run_1/final_clocks.png
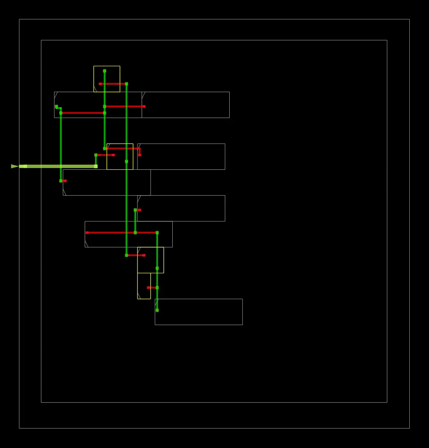
run_1/clock_map.png
Drawn at 12 px/um.
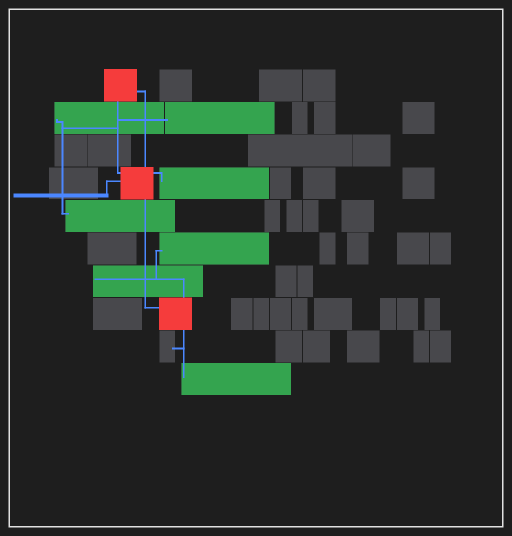
run_1/met2.png
Drawn at 8 px/um. Cells faint in the background.
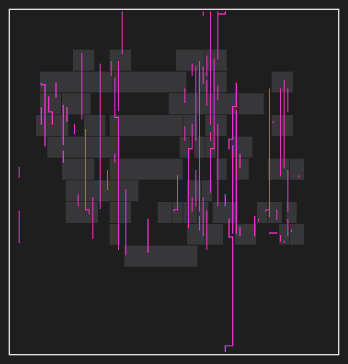
--- config.mk ---
export PLATFORM = sky130hd
export DESIGN_NAME = addr_seq_flat
export DESIGN_NICKNAME = d
export VERILOG_FILES = /design/src/rtl/addr_seq_if.sv /design/src/rtl/addr_seq.sv /design/src/flat_wrapper.sv
export SDC_FILE = /design/constraint.sdc
export NUM_CORES = 1
export LEC_CHECK = 0
export CAP_MARGIN = 40
export CORE_AREA = 2 2 39 41
export DETAILED_ROUTE_END_ITERATION = 10
export DIE_AREA = 0 0 41 43
export DONT_BUFFER_PORTS = 1
export MAX_ROUTING_LAYER = met4
export PLACE_DENSITY = 0.53
export SYNTH_ARGS = -nofsm -noshare
export SYNTH_HDL_FRONTEND = slang
export SYNTH_SLANG_ARGS = --single-unit
export TNS_END_PERCENT = 100
--- constraint.sdc ---
create_clock -name clk -period 2.05 [get_ports clk]
set_clock_uncertainty 0.05 [all_clocks]
set_input_delay 0.41 -clock clk [delete_from_list [all_inputs] [get_ports clk]]
set_output_delay 0.41 -clock clk [all_outputs]
set_load 0.01 [all_outputs]
--- src/rtl/addr_seq_if.sv ---
// Handshake and control bundle between the address sequencer and the
// address-low unit / program-counter logic it steers.
interface addr_seq_if;
  logic       start;
  logic [2:0] mode;
  logic       RDY;
  logic       CO;
  logic [3:0] op;
  logic       CI;
  logic       ld_ahl;
  logic       ld_pc;
  logic       inc_pc;
  logic       ahi_inc;
  logic       busy;
  logic       done;
  logic       err;

  modport master (
    output start, mode, RDY, CO,
    input  op, CI, ld_ahl, ld_pc, inc_pc, ahi_inc, busy, done, err
  );

  modport slave (
    input  start, mode, RDY, CO,
    output op, CI, ld_ahl, ld_pc, inc_pc, ahi_inc, busy, done, err
  );
endinterface

--- src/rtl/addr_seq.sv ---
// Address sequencer: walks operand fetch, address formation, optional
// high-byte fix-up and completion for the ZP/ZPX/ABS/ABSX addressing modes.
module addr_seq (
  input  logic       clk,
  input  logic       rst_n,
  addr_seq_if.slave  bus
);

  typedef enum logic [2:0] {IDLE, OPL, ADR, FIX, DONE} state_t;

  localparam logic [2:0] M_ABSX = 3'b011;

  state_t     state;
  logic [2:0] mode_q;
  logic       cy_q;
  logic       err_q;

  // NOTE: sequential state uses non-blocking assignments so every register
  // samples the pre-edge values regardless of statement order.
  always_ff @(posedge clk or negedge rst_n) begin
    if (!rst_n) begin
      state  <= IDLE;
      mode_q <= 3'b000;
      cy_q   <= 1'b0;
      err_q  <= 1'b0;
    end else begin
      err_q <= 1'b0;
      if (bus.RDY) begin
        case (state)
          IDLE: begin
            if (bus.start) begin
              if (bus.mode[2]) begin
                err_q <= 1'b1;
              end else begin
                mode_q <= bus.mode;
                state  <= OPL;
              end
            end
          end
          OPL: state <= ADR;
          ADR: begin
            // Only the indexed-absolute form can cross a page; a ZPX carry
            // is dropped so the zero-page address wraps.
            if (mode_q == M_ABSX) cy_q <= bus.CO;
            state <= (mode_q == M_ABSX && bus.CO) ? FIX : DONE;
          end
          FIX:     state <= DONE;
          DONE:    state <= IDLE;
          default: state <= IDLE;
        endcase
      end
    end
  end

  // NOTE: every output gets a default before the case so no path through
  // it can infer a latch.
  always_comb begin
    bus.op      = 4'b1100;
    bus.CI      = 1'b0;
    bus.ld_ahl  = 1'b0;
    bus.ld_pc   = 1'b0;
    bus.inc_pc  = 1'b0;
    bus.ahi_inc = 1'b0;
    bus.done    = 1'b0;
    bus.err     = 1'b0;
    bus.busy    = (state != IDLE);
    case (state)
      IDLE: bus.err = err_q && bus.RDY;
      OPL: begin
        bus.CI     = 1'b1;
        bus.ld_ahl = bus.RDY;
        bus.ld_pc  = bus.RDY;
        bus.inc_pc = bus.RDY;
      end
      ADR: begin
        case (mode_q[1:0])
          2'b00:   bus.op = 4'b0100;
          2'b01:   bus.op = 4'b0111;
          2'b10:   bus.op = 4'b1000;
          default: bus.op = 4'b1011;
        endcase
      end
      FIX: begin
        bus.op      = 4'b0010;
        bus.ahi_inc = bus.RDY && cy_q;
      end
      DONE: begin
        bus.op   = 4'b0010;
        bus.done = bus.RDY;
      end
      default: ;
    endcase
  end

endmodule

--- src/flat_wrapper.sv ---
// flat-port wrapper written by rule: the top's interface ports become plain ports
module addr_seq_flat 
  (clk, rst_n, bus_start, bus_mode, bus_RDY, bus_CO, bus_op, bus_CI, bus_ld_ahl, bus_ld_pc, bus_inc_pc, bus_ahi_inc, bus_busy, bus_done, bus_err);
  addr_seq_if bus_i ();
  input  logic clk;
  input  logic rst_n;
  input wire logic [$bits(bus_i.start)-1:0] bus_start;
  input wire logic [$bits(bus_i.mode)-1:0] bus_mode;
  input wire logic [$bits(bus_i.RDY)-1:0] bus_RDY;
  input wire logic [$bits(bus_i.CO)-1:0] bus_CO;
  output wire logic [$bits(bus_i.op)-1:0] bus_op;
  output wire logic [$bits(bus_i.CI)-1:0] bus_CI;
  output wire logic [$bits(bus_i.ld_ahl)-1:0] bus_ld_ahl;
  output wire logic [$bits(bus_i.ld_pc)-1:0] bus_ld_pc;
  output wire logic [$bits(bus_i.inc_pc)-1:0] bus_inc_pc;
  output wire logic [$bits(bus_i.ahi_inc)-1:0] bus_ahi_inc;
  output wire logic [$bits(bus_i.busy)-1:0] bus_busy;
  output wire logic [$bits(bus_i.done)-1:0] bus_done;
  output wire logic [$bits(bus_i.err)-1:0] bus_err;
  assign bus_i.start = bus_start;
  assign bus_i.mode = bus_mode;
  assign bus_i.RDY = bus_RDY;
  assign bus_i.CO = bus_CO;
  assign bus_op = bus_i.op;
  assign bus_CI = bus_i.CI;
  assign bus_ld_ahl = bus_i.ld_ahl;
  assign bus_ld_pc = bus_i.ld_pc;
  assign bus_inc_pc = bus_i.inc_pc;
  assign bus_ahi_inc = bus_i.ahi_inc;
  assign bus_busy = bus_i.busy;
  assign bus_done = bus_i.done;
  assign bus_err = bus_i.err;
  addr_seq u_core (.clk(clk), .rst_n(rst_n), .bus(bus_i));
endmodule
==> impl_metrics.ini, run 1 <==
; yosys + openroad results
[critical_path]
critPathKind = flip-flop to primary output
crit_path_end_kind = primary output
critPathArrivalTime_ns = 1.33
reg2reg_slack_ns = 0.57
critPathRequiredTime_ns = 1.59
r2r-end = u_core.mode_q[1]$_DFFE_PN0P_
crit_fanout = 8
r2r-start = u_core.state[2]$_DFFE_PN0P_
start_kind = flip-flop
rr_worst_depth = 3

[grt]
grt_usage_pct = 10.3
grt_pass1_wl_mm = 1.19
grt_antenna_before_repair = 0
overflow = 0
first_global_vias = 299
grt_max_degree = 14

[synthesis]
synth-main-ff-cell = dfrtp_1
edf_count = 0
synth-async-reset-ratio_pct = 100
yosysWarnings = 0
synth_flops = 7
synth_cells = 47
ys_area_um2 = 438
syn-num-nets = 55
syn_avg_cell_area_um2 = 9.32
postSynthSeqShare_pct = 40.0
netlist_area_um2 = 438
synth.distinct_cells = 26
yosys_cells = 47

[layout]
postLayoutCoreUtil_pct = 34.9
lay_top_cells = dfrtp_1 (7), nor2_1 (4), o21ai_0 (4), nand2_1 (4)
postLayoutCellArea_um2 = 483
nets = 59
antenna_cells = 0
n_fill_cell = 158
regArea_um2 = 175
layout-drive-gt1-share_pct = 20.0
final-comb-area_um2 = 233
syn_to_final_growth_pct = 10.3
lay_top_count = dfrtp_1

[cts]
root_buffer = clkbuf_4
post_cts_resized = 0
cts_hold_repair.buffers = 1
cts.sinks = 7
cts_setup_buffers = 0
htreeDepth = 1
cts_tree = yes
clkTransAtPathRegs_ns = 0.05
clock_path_buffers = 2

[drt]
ant_nets = 0
dr.pass1.iters = 4
via_count = 347
drtIter0Drc = 2
via_per_inst = 5.26
wl_um = 840
drc = 0
wire_per_inst_um = 12.7

[placement]
io_buffer_count = 0
post-dp-hpwl_um = 681
placed_area_um2 = 447
gp_congestion = 0.612

[sta]
tightest_slew_ns = 0.384
slew_viol_final = 0
fmax_mhz = 559
setup-violations-final = 0
hold_viol_final = 0
slew_headroom_pct = 74.3
hold_slack_ns = 0.216
finalSetupTns_ns = 0
rsz0062_at_grt = false
post-route-min-period_ns = 1.79
period_used_pct = 87.2

[worst_hold_path]
hold_depth = 1
holdPathEnd = u_core.state[2]$_DFFE_PN0P_
holdCritPathClass = input port to flip-flop
min-delay-start = bus_RDY

[die]
rows = 14
coreArea_mm2 = 0.00138
die_h_um = 43
die_width_um = 41
io-pin-count = 20
chipArea_mm2 = 0.00176
fp_util_pct = 31.6

[power]
p_leak_nw = 0.218
ir_drop_uv = 439
power.density_mw_per_mm2 = 1270

[flow_run]
max_cap_viol_count = 0
warnings = 26

[outcome]
run_status = finished clean
About final_clocks.png:
CLK BUF: 4
Insertion Delay late pin: 0.24 ns
Clock group: 0.120 mW
CTS Buf Count: 3

About clock_map.png:
[green] flip-flops | count: 7
[red] cells driving clock nets | count: 3
[blue] clock wires | length: 82.5 um
routed clock nets: 4

About met2.png:
nets with wire on the layer: 51
share of all routed wire: 43%
main direction: vertical

[run 1: critical path, stage by stage, from the launching register on]
cell     delay, ns
dfrtp_1       0.49
or2b_1        0.28
o21ai_0       0.31
[run 1: area by class of cell]
type	count	share of cell area, %
clock buffer	4	5.44
inverter	3	2.33
multi-input combinational	34	48.2
sequential	7	36.3
tap	16	4.15
timing repair buffer	2	3.63
[run 1: worst max-delay path by stage]
| stage | start | endpoint | slack [ns] | cells past startpoint |
|---|---|---|---|---|
| final | u_core.state[2]$_DFFE_PN0P_ | bus_op[1] | 0.26 | 2 |
| after global routing | u_core.state[0]$_DFFE_PN0P_ | bus_ld_pc | 0.17 | 3 |
| after CTS | u_core.state[2]$_DFFE_PN0P_ | bus_op[1] | 0.26 | 2 |
| after detailed placement | u_core.state[2]$_DFFE_PN0P_ | bus_op[1] | 0.53 | 2 |
| after global placement | u_core.state[2]$_DFFE_PN0P_ | bus_op[1] | 0.52 | 2 |
| after floorplan | u_core.state[2]$_DFFE_PN0P_ | bus_ld_ahl | 0.46 | 2 |
[run 1: through the flow]
step                      instances  total power [mW]  setup WS (ns)
final                            66             0.613          0.263
after global routing             66             0.667          0.168
after CTS                        66             0.625          0.255
after detailed placement         61             0.495          0.528
after global placement           61             0.490          0.525
after floorplan                  47             0.455          0.462
[run 1: cell usage after synthesis, types with 2 or more instances]
library cell  number  area (um2)
mux2_1             2        22.5
nor2_1             4        15.0
o21ai_0            4        20.0
nand2_1            4        15.0
dfrtp_1            7         175
buf_4              2        15.0
nor3_1             3        15.0
inv_1              3        11.3
[run 1: cell families after synthesis]
| kind of cell | Yosys count | share of synthesized area [%] |
|---|---|---|
| simple gates | 24 | 36.6 |
| buf+inv | 6 | 6.86 |
| flops | 7 | 40.0 |
| mux | 2 | 5.14 |
| compound gates | 8 | 11.4 |
[run 1: registers in the layout (all words and copies together) (netlist names)]
| signal | count |
|---|---|
| u_core.cy_q | 1 |
| u_core.err_q | 1 |
| u_core.mode_q | 2 |
| u_core.state | 3 |
[run 1: metal layers]
layer  up-vias  routed length (um)  global-route usage, %  share of wire, %
met3         0                  85                   2.09                10
met2        14                 363                   14.1                43
met4         0                   0                   8.00                 0
li1        171                   -                      -                 -
met1       162                 392                   12.7                47
met5         -                   0                      -                 0
[run 1: report_power, final]
group	switching, mW	internal [mW]
registers	0.0734	0.189
clock network	0.0456	0.0739
logic	0.132	0.0989
run_1/cell_classes.png
Drawn at 8 px/um. Fill, decap, tap and diode cells in gray.
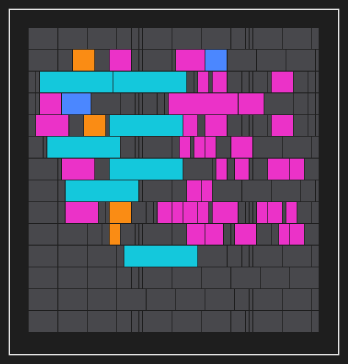

==> run 2: changes to the inputs <==
--- a/config.mk
+++ b/config.mk
@@ -7,9 +7,11 @@
 export LEC_CHECK = 0
 export CAP_MARGIN = 40
 export CORE_AREA = 2 2 39 41
+export CTS_BUF_LIST = sky130_fd_sc_hd__clkbuf_4
 export DETAILED_ROUTE_END_ITERATION = 10
 export DIE_AREA = 0 0 41 43
 export DONT_BUFFER_PORTS = 1
+export HOLD_SLACK_MARGIN = 0.15
 export MAX_ROUTING_LAYER = met4
 export PLACE_DENSITY = 0.53
 export SYNTH_ARGS = -nofsm -noshare
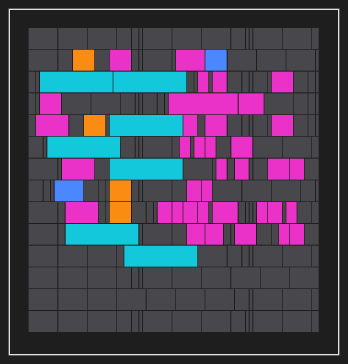
run_2/cell_classes.png
Drawn at 8 px/um. Fill, decap, tap and diode cells in gray.
[blue] other buffers and delay cells | cells: 2 | share of their area: 3.8%
[magenta] all other logic | cells: 37 | share of their area: 52%
[cyan] flip-flops | cells: 7 | share of their area: 38%
[orange] clock drivers and dummy loads | cells: 4 | share of their area: 6.4%

==> run 2 against run 1 <==
Against the previous run:
- non-clock buffer count is the same
- sequential share of layout area shrank 0.28 points
- routed wire length grew 0.24%
- core utilization grew 0.27 points
- area after synthesis is the same
- total power grew 2.4%
- die size is the same
- first-iteration DRC count grew 50%
- register-to-register slack is essentially flat
==> impl_metrics.ini, run 2 <==
; yosys + openroad results
[outcome]
run_status = finished clean

[synthesis]
ys_area_um2 = 438
netlist_area_um2 = 438
syn-num-nets = 55
yosys_cells = 47
synth-async-reset-ratio_pct = 100
syn_avg_cell_area_um2 = 9.32
most_common_cell = dfrtp_1
yosys-top-cells-area = dfrtp_1 (40%), nor4b_4 (5.4%), mux2_1 (5.1%)
yosysWarnings = 0
synth_cells = 47
yosysTopAreaCellShare_pct = 40.0
top_area_cell = dfrtp_1
postSynthSeqShare_pct = 40.0
edf_count = 0
synth_flops = 7
synth-main-ff-cell = dfrtp_1
synth.distinct_cells = 26
top_cells_by_count = dfrtp_1 (7), nand2_1 (4), nor2_1 (4), o21ai_0 (4)

[sta]
tightest_slew_ns = 0.384
slew_viol_final = 0
slew_headroom_pct = 74.3
fmax_mhz = 561
rsz0062_at_grt = false
hold_slack_ns = 0.217
period_used_pct = 86.9
setup-violations-final = 0
hold_viol_final = 0
post-route-min-period_ns = 1.78
finalSetupTns_ns = 0

[critical_path]
critPathRequiredTime_ns = 1.59
crit_fanout = 8
slowest_stage = dfrtp_1
crit_path_end_kind = primary output
critPathKind = flip-flop to primary output
critPathArrivalTime_ns = 1.32
path_cells = or2b_1 -> o21ai_0
slowest_delay_ns = 0.49
start_kind = flip-flop

[cts]
cts_tree = yes
clk_latency_ns = 0.24
clkTransAtPathRegs_ns = 0.05
cts_buffers = 3
cts.sinks = 7
clock_path_buffers = 2
root_buffer = clkbuf_4
htreeDepth = 1

[drt]
ant_nets = 0
drtIter0Drc = 3
via_per_inst = 5.15
dr.pass1.iters = 3
via_count = 340
wl_um = 842
wire_per_inst_um = 12.8
drc = 0

[layout]
largest_register_ffs = 3
largest_registers = u_core.state (3), u_core.mode_q (2)
largest_register = u_core.state
final-comb-area_um2 = 233
nets = 59
lay_top_cells = dfrtp_1 (7), nor2_1 (4), o21ai_0 (4), nand2_1 (4), clkbuf_4 (4)
syn_to_final_growth_pct = 11.1
antenna_cells = 0
layout-drive-gt1-share_pct = 22.0
regArea_um2 = 175
n_fill_cell = 160
postLayoutCoreUtil_pct = 35.2
lay_top_count = dfrtp_1

[power]
p_leak_nw = 0.221
p_clk_share_pct = 21.4
combPwrFrac_pct = 36.6
power_mw = 0.628
internal_power_mw = 0.375
ir_drop_uv = 440
power.density_mw_per_mm2 = 1290
p_sw_share_pct = 40.2
pwr-share-seq_pct = 42.0
p_sw_mw = 0.252

[grt]
grt_usage_pct = 10.2
first_global_vias = 296
overflow = 0
grt_max_degree = 14
grt_pass1_wl_mm = 1.17
grt_antenna_before_repair = 0

[placement]
gp_congestion = 0.612
io_buffer_count = 0
post-dp-hpwl_um = 681

[die]
die_h_um = 43
coreArea_mm2 = 0.00138
io-pin-count = 20
fp_util_pct = 31.6
rows = 14
die_width_um = 41
chipArea_mm2 = 0.00176

[flow_run]
max_cap_viol_count = 0
warnings = 26

[worst_hold_path]
holdCritPathClass = input port to flip-flop
-- run 2: cell counts in the layout (fill, tap and decap cells not counted) --
Identical to the previous run, type by type.
-- run 2: power by group through the flow --
stage	clock network [mW]	logic, mW	registers, mW
after floorplan	0	0.215	0.239
after CTS	0.139	0.235	0.264
after global placement	0	0.227	0.263
after global routing	0.150	0.259	0.271
after detailed placement	0	0.230	0.266
final	0.134	0.230	0.263
-- run 2: worst paths after layout --
kind,cells after the start,to,startpoint,slack (ns)
max in group asynchronous,1,u_core.state[0]$_DFFE_PN0P_,rst_n,1.27
max,2,bus_op[1],u_core.state[2]$_DFFE_PN0P_,0.27
min,1,u_core.state[2]$_DFFE_PN0P_,bus_RDY,0.22
max reg2reg,3,u_core.mode_q[1]$_DFFE_PN0P_,u_core.state[2]$_DFFE_PN0P_,0.58
min in group asynchronous,1,u_core.mode_q[0]$_DFFE_PN0P_,rst_n,0.44
min reg2reg,1,u_core.mode_q[1]$_DFFE_PN0P_,u_core.mode_q[1]$_DFFE_PN0P_,0.49
-- run 2: layer usage --
layer	GRT usage (%)	share of wire, %
met5	-	0
met4	8.00	0
met3	2.09	10
met2	14.1	43
met1	12.3	47
-- run 2: worst max-delay path, delay by kind of cell, from the launching register on --
kind | cells | cell delay, ns
AOI/OAI and AO/OA | 1 | 0.31
DFF | 1 | 0.49
and+or+nand+nor | 1 | 0.28
-- run 2: logic make-up after synthesis --
family / Yosys count / share of synthesized area [%]
multiplexers: 2 / 5.14
flip-flops: 7 / 40.0
AND/OR/NAND/NOR: 24 / 36.6
AND-OR/OR-AND: 8 / 11.4
buffers and inverters: 6 / 6.86
-- run 2: cell type report --
cell class                      count  share of cell area [%]
Timing Repair Buffer                2                    3.60
Sequential cell                     7                    36.0
Inverter                            3                    2.31
Clock buffer                        4                    6.17
Multi-Input combinational cell     34                    47.8
Tap cell                           16                    4.11
-- run 2: what timing repair did --
action                                  in CTS  in global routing
endpoints found under the setup margin       0                  0
hold buffers                                 1                  0
gates resized                                0                  0
buffers inserted                             0                  0
hold endpoints to repair                     7                  0
-- run 2: metrics by stage --
| stage | worst slack (ns) | area [um2] | cells |
|---|---|---|---|
| after global placement | 0.525 | 447 | 61 |
| after global routing | 0.169 | 487 | 66 |
| final | 0.268 | 487 | 66 |
| after detailed placement | 0.528 | 447 | 61 |
| after floorplan | 0.462 | 438 | 47 |
| after CTS | 0.255 | 487 | 66 |
Power is estimated from default activity; no workload was simulated.
